$ cat src/rtl/instruction_loader_pkg.sv
// Shared definitions for the program loader and the core it feeds:
// lifecycle state encoding, fetch width and the idle instruction value.
package instruction_loader_pkg;

  localparam int ADDR_W_DEF = 8;
  localparam int INSTR_W    = 8;
  localparam logic [INSTR_W-1:0] FILL_INSTR_DEF = 8'h00;

  typedef enum logic [1:0] {
    EMPTY   = 2'd0,
    LOADING = 2'd1,
    READY   = 2'd2,
    RUN     = 2'd3
  } state_t;

endpackage

$ cat src/rtl/instruction_ram.sv
// Single-port instruction store: synchronous write, registered read, no reset
// so the array maps onto block RAM.
module instruction_ram #(
  parameter int ADDR_W = 8,
  parameter int DEPTH  = 256,
  parameter int DATA_W = 8
) (
  input  logic              clock,
  input  logic              wr_en,
  input  logic [ADDR_W-1:0] addr,
  input  logic [DATA_W-1:0] wr_data,
  output logic [DATA_W-1:0] rd_data
);

  logic [DATA_W-1:0] mem [DEPTH];

  always_ff @(posedge clock) begin
    if (wr_en) begin
      mem[addr] <= wr_data;
    end
    rd_data <= mem[addr];
  end

endmodule

$ cat src/rtl/instruction_loader.sv
// Streams a program into RAM over a valid/ready port, then serves it to the
// core by read_address with one cycle of latency while in RUN.
module instruction_loader
  import instruction_loader_pkg::*;
#(
  parameter int                  ADDR_W     = ADDR_W_DEF,
  parameter int                  DEPTH      = 2 ** ADDR_W,
  parameter int                  DATA_W     = INSTR_W,
  parameter logic [DATA_W-1:0]   FILL_INSTR = FILL_INSTR_DEF
) (
  input  logic              clock,
  input  logic              clear,
  input  logic              load_valid,
  input  logic [DATA_W-1:0] load_data,
  output logic              load_ready,
  input  logic              load_done,
  input  logic              load_restart,
  input  logic              run_enable,
  input  logic [ADDR_W-1:0] read_address,
  output logic [DATA_W-1:0] instruction,
  output logic [ADDR_W:0]   program_length,
  output logic [1:0]        state,
  output logic              overflow
);

  localparam int LEN_W = ADDR_W + 1;
  localparam logic [LEN_W-1:0]  DEPTH_L    = LEN_W'(DEPTH);
  localparam logic [ADDR_W-1:0] LAST_ADDR  = ADDR_W'(DEPTH - 1);

  state_t            cur_state;
  logic [ADDR_W-1:0] wr_ptr;
  logic [LEN_W-1:0]  len_q;
  logic              ovf_q;
  logic              vld_p1;
  logic              loading_phase;
  logic              accept;
  logic              fetch_hit;
  logic [ADDR_W-1:0] ram_addr;
  logic [DATA_W-1:0] ram_rdata_p1;

  assign loading_phase = (cur_state == EMPTY) || (cur_state == LOADING);
  assign load_ready    = loading_phase && (len_q < DEPTH_L);
  // A restart in the same cycle discards the offered byte as well.
  assign accept        = load_valid && load_ready && !load_restart;
  assign fetch_hit     = (cur_state == RUN) && run_enable && !load_restart
                         && ({1'b0, read_address} < len_q);

  // Loading and fetching never overlap, so one RAM port serves both.
  assign ram_addr = accept ? wr_ptr : read_address;

  instruction_ram #(
    .ADDR_W (ADDR_W),
    .DEPTH  (DEPTH),
    .DATA_W (DATA_W)
  ) u_ram (
    .clock   (clock),
    .wr_en   (accept),
    .addr    (ram_addr),
    .wr_data (load_data),
    .rd_data (ram_rdata_p1)
  );

  always_ff @(posedge clock or negedge clear) begin
    if (!clear) begin
      cur_state <= EMPTY;
      wr_ptr    <= '0;
      len_q     <= '0;
      ovf_q     <= 1'b0;
      vld_p1    <= 1'b0;
    end else begin
      vld_p1 <= fetch_hit;
      if (load_restart) begin
        cur_state <= EMPTY;
        wr_ptr    <= '0;
        len_q     <= '0;
        ovf_q     <= 1'b0;
      end else begin
        if (accept) begin
          len_q <= len_q + 1'b1;
          if (wr_ptr != LAST_ADDR) begin
            wr_ptr <= wr_ptr + 1'b1;
          end
        end
        if (loading_phase && load_valid && !load_ready) begin
          ovf_q <= 1'b1;
        end
        case (cur_state)
          EMPTY: begin
            if (load_done) begin
              cur_state <= READY;
            end else if (accept) begin
              cur_state <= LOADING;
            end
          end
          LOADING: if (load_done)   cur_state <= READY;
          READY:   if (run_enable)  cur_state <= RUN;
          RUN:     if (!run_enable) cur_state <= READY;
          default: cur_state <= EMPTY;
        endcase
      end
    end
  end

  // ---- fetch stage p1: registered RAM word, masked unless the lookup hit ----
  assign instruction    = vld_p1 ? ram_rdata_p1 : FILL_INSTR;
  assign program_length = len_q;
  assign state          = cur_state;
  assign overflow       = ovf_q;

endmodule

$ cat config.mk
export PLATFORM = sky130hd
export DESIGN_NAME = instruction_loader
export DESIGN_NICKNAME = d
export VERILOG_FILES = /design/src/rtl/instruction_loader_pkg.sv /design/src/rtl/instruction_ram.sv /design/src/rtl/instruction_loader.sv
export SDC_FILE = /design/constraint.sdc
export NUM_CORES = 2
export LEC_CHECK = 0
export CORE_UTILIZATION = 40
export DETAILED_ROUTE_END_ITERATION = 10
export GPL_ROUTABILITY_DRIVEN = 0
export PLACE_DENSITY = 0.58
export SLEW_MARGIN = 20
export SYNTH_ARGS = -nofsm -noshare
export SYNTH_HDL_FRONTEND = slang
export SYNTH_SLANG_ARGS = --single-unit
export TNS_END_PERCENT = 50
$ cat constraint.sdc
create_clock -name clock -period 7.8 [get_ports clock]
set_clock_uncertainty 0.2 [all_clocks]
set_input_delay 1.56 -clock clock [delete_from_list [all_inputs] [get_ports clock]]
set_output_delay 1.56 -clock clock [all_outputs]
set_load 0.05 [all_outputs]
layer_met2.png
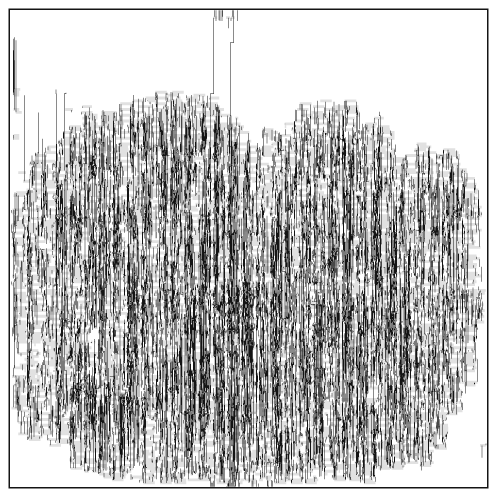
- wire length on this layer: 105 mm
- longest straight run: 141 microns
- share of all routed wire: 47%
- main direction: vertical

layer_met4.png
Scale bar: 100 microns.
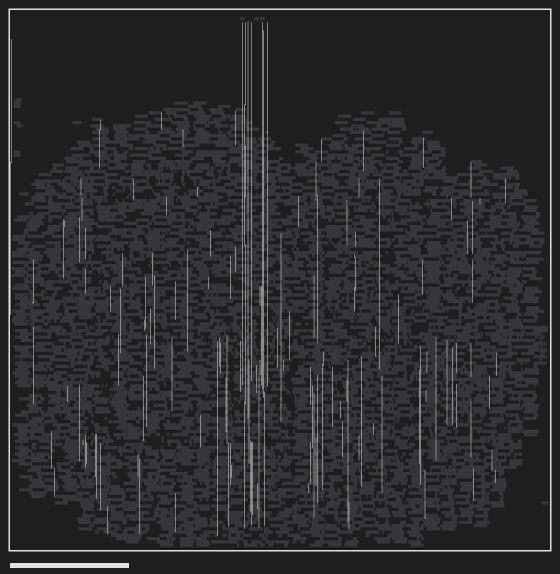
- longest straight run: 333 microns
- share of all routed wire: 3.6%
- wire length on this layer: 8,210 microns
- nets with wire on the layer: 81
- main direction: vertical

==> results.yml <==
# flow metrics
die:
  die-area_sq_mm: 0.204
  die_height_microns: 452
  core-area_sq_mm: 0.200
  fp_util_pct: 40.4
  pin_count: 43
  rows: 164
worst_hold_path:
  hold_path.class: "reg -> reg"
  holdPathEnd: "overflow"
power_and_ir_drop:
  swShare_pct: 22.4
  power_density_mw_per_mm2: 254
  combPwrFrac_pct: 5.9
  p_sw_mw: 5.19
  p_int_mw: 18.0
  clockPowerShare_pct: 41.0
  seqPwrFrac_pct: 53.1
  power_mw: 23.2
  power_clock_mw: 9.51
  largestPowerGroup: "registers"
  comb_power_mw: 1.37
  leakage_nw: 29.6
finish:
  clk_share_pct: 6.94
  buf_share_pct: 1.86
  largest-register: "u_ram.mem"
  flop_area_sq_mm: 0.0622
  layout_top_cell: "edfxtp_1"
  biggestCellCategory: "registers"
  drive_above_1_share_pct: 9.79
  fin_util_pct: 45.5
  inv_count: 11
  comb_area_share_pct: 19.3
  fillCellCount: 17300
  final_cell_mix: "edfxtp_1 (2,048), mux2i_1 (645), nand2_1 (444)"
  syn_to_final_growth_pct: 12.6
  largest_register_ffs: 2048
  comb_cells: 2547
  layout.cells.non_filler: 7840
  diodes: 4
  fin_area_sq_mm: 0.0912
sta:
  post-route-worst-setup-slack_ns: 1.92
  fin_crit_ns: 5.88
  fmax_mhz: 170
  setup-tns-final_ns: 0
  hold_viol: 0
  setup_violations: 0
  timing.final.crit_share_pct: 75.4
  slew-limit-headroom_pct: 21.0
  hold_ws_ns: 0.328
global_routing:
  antenna_found_initial: 7
  use_met2_pct: 34.1
  grt.overflow.total: 0
  grt_use_met1_pct: 30.7
  grt_util_all_layers_pct: 21.8
  grt_pass1_vias: 43600
  grt_max_degree: 175
  use_met3_pct: 3.95
synthesis:
  top_area_cell: "edfxtp_1"
  most_common_cell: "edfxtp_1"
  logic_family: "multiplexers"
  yosys_area_sq_mm: 0.0810
  synth_area_sq_mm: 0.0810
  yosysTopAreaCellShare_pct: 75.9
  ys_sh_xor_pct: 0.141
  synthTopCellsByArea: "edfxtp_1 (76%), mux2i_1 (8.0%), o22ai_1 (2.8%)"
  synth-main-ff-cell: "edfxtp_1"
  ys_top_cells_by_count: "edfxtp_1 (2,048), mux2i_1 (651), nand2_1 (450)"
  syn-num-nets: 4955
  edf_count: 2048
  synth_cell_types: 65
  syn_avg_cell_area_sq_um: 16.4
  ys_seq_share_pct: 76.8
  syn_inst: 4924
  mux_area_share_pct: 9.51
  synth-adder-area-share_pct: 0.139
clock_tree:
  cts-resized-gates: 0
  post_cts_buffers: 0
  cts.sinks: 2077
  clk_pin_slew_worst_paths_ns: 0.06
  cts_root_buf: "clkbuf_16"
  ctsHtreeMaxLevel: 4
  clock_path_buffers: 3
  ctsHoldBuffers: 0
setup_path:
  crit_top_cell: "buf_4"
  crit_type: "in -> reg"
  rr_startpoint: "state[1]"
  critPathSlowestCell: "a22oi_2"
  cp_data_arrival_time_ns: 6.41
  required_ns: 8.33
  r2r_slack_ns: 2.54
  cp_num_buf_inv: 3
  worstPathCellList: "clkdlybuf4s50_1 > nor4b_4 > buf_4 > nor2_1 > a22oi_2 > buf_4 > o22ai_1 > nor4_1 > nand3_1 > o41a_1 > a2111o_1"
  slowest_delay_ns: 0.88
  reg2reg_to: "u_ram.rd_data[7]"
  worstPathMaxFanout: 35
  setup.worst_path.end: "u_ram.rd_data[7]"
  start_kind: "primary input"
place:
  place_area_sq_mm: 0.0849
  port_buffers: 42
  dpl.hpwl_mm: 140
  detailedPlace.worstSlack_ns: 1.05
route:
  dr.pass1.iters: 6
  routed-wl-met3_mm: 17.1
  drt_iter0_markers: 5412
  vias: 45200
  routed_wl_mm: 227
  top_layer_used: "met5"
  avgViaCountPerCell: 5.77
  antenna_left: 0
  wl_per_cell_microns: 28.9
run:
  cap_violations: 0
run_status:
  status: "finished clean"
wires.png
Two of the layers only.
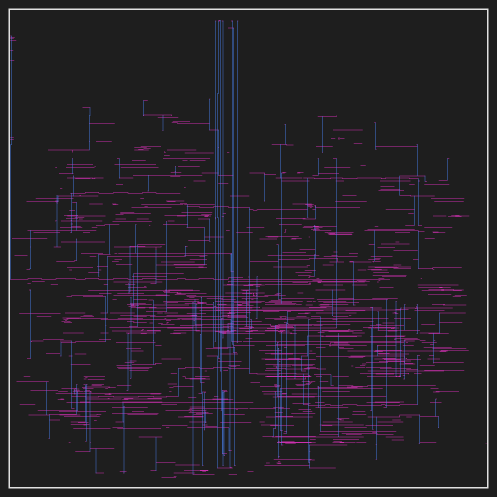
- magenta: metal 3 (wire length 17,100 microns)
- blue: metal 4 (wire length 8,210 microns)

clocks.png
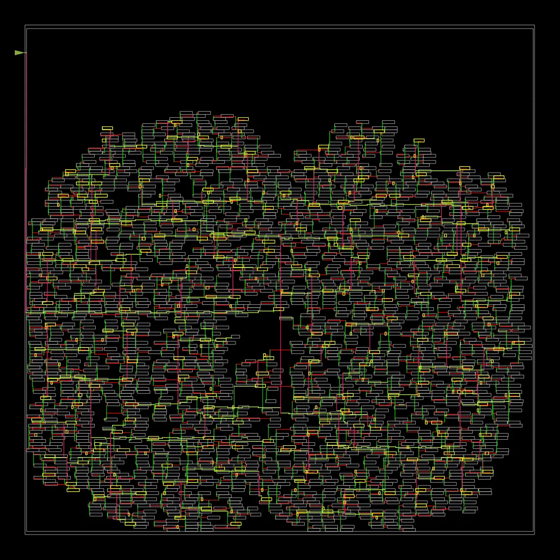
FFs & Latches: 2,077
clock buf count: 262
Worst-Skew Late Latency: 0.87 ns

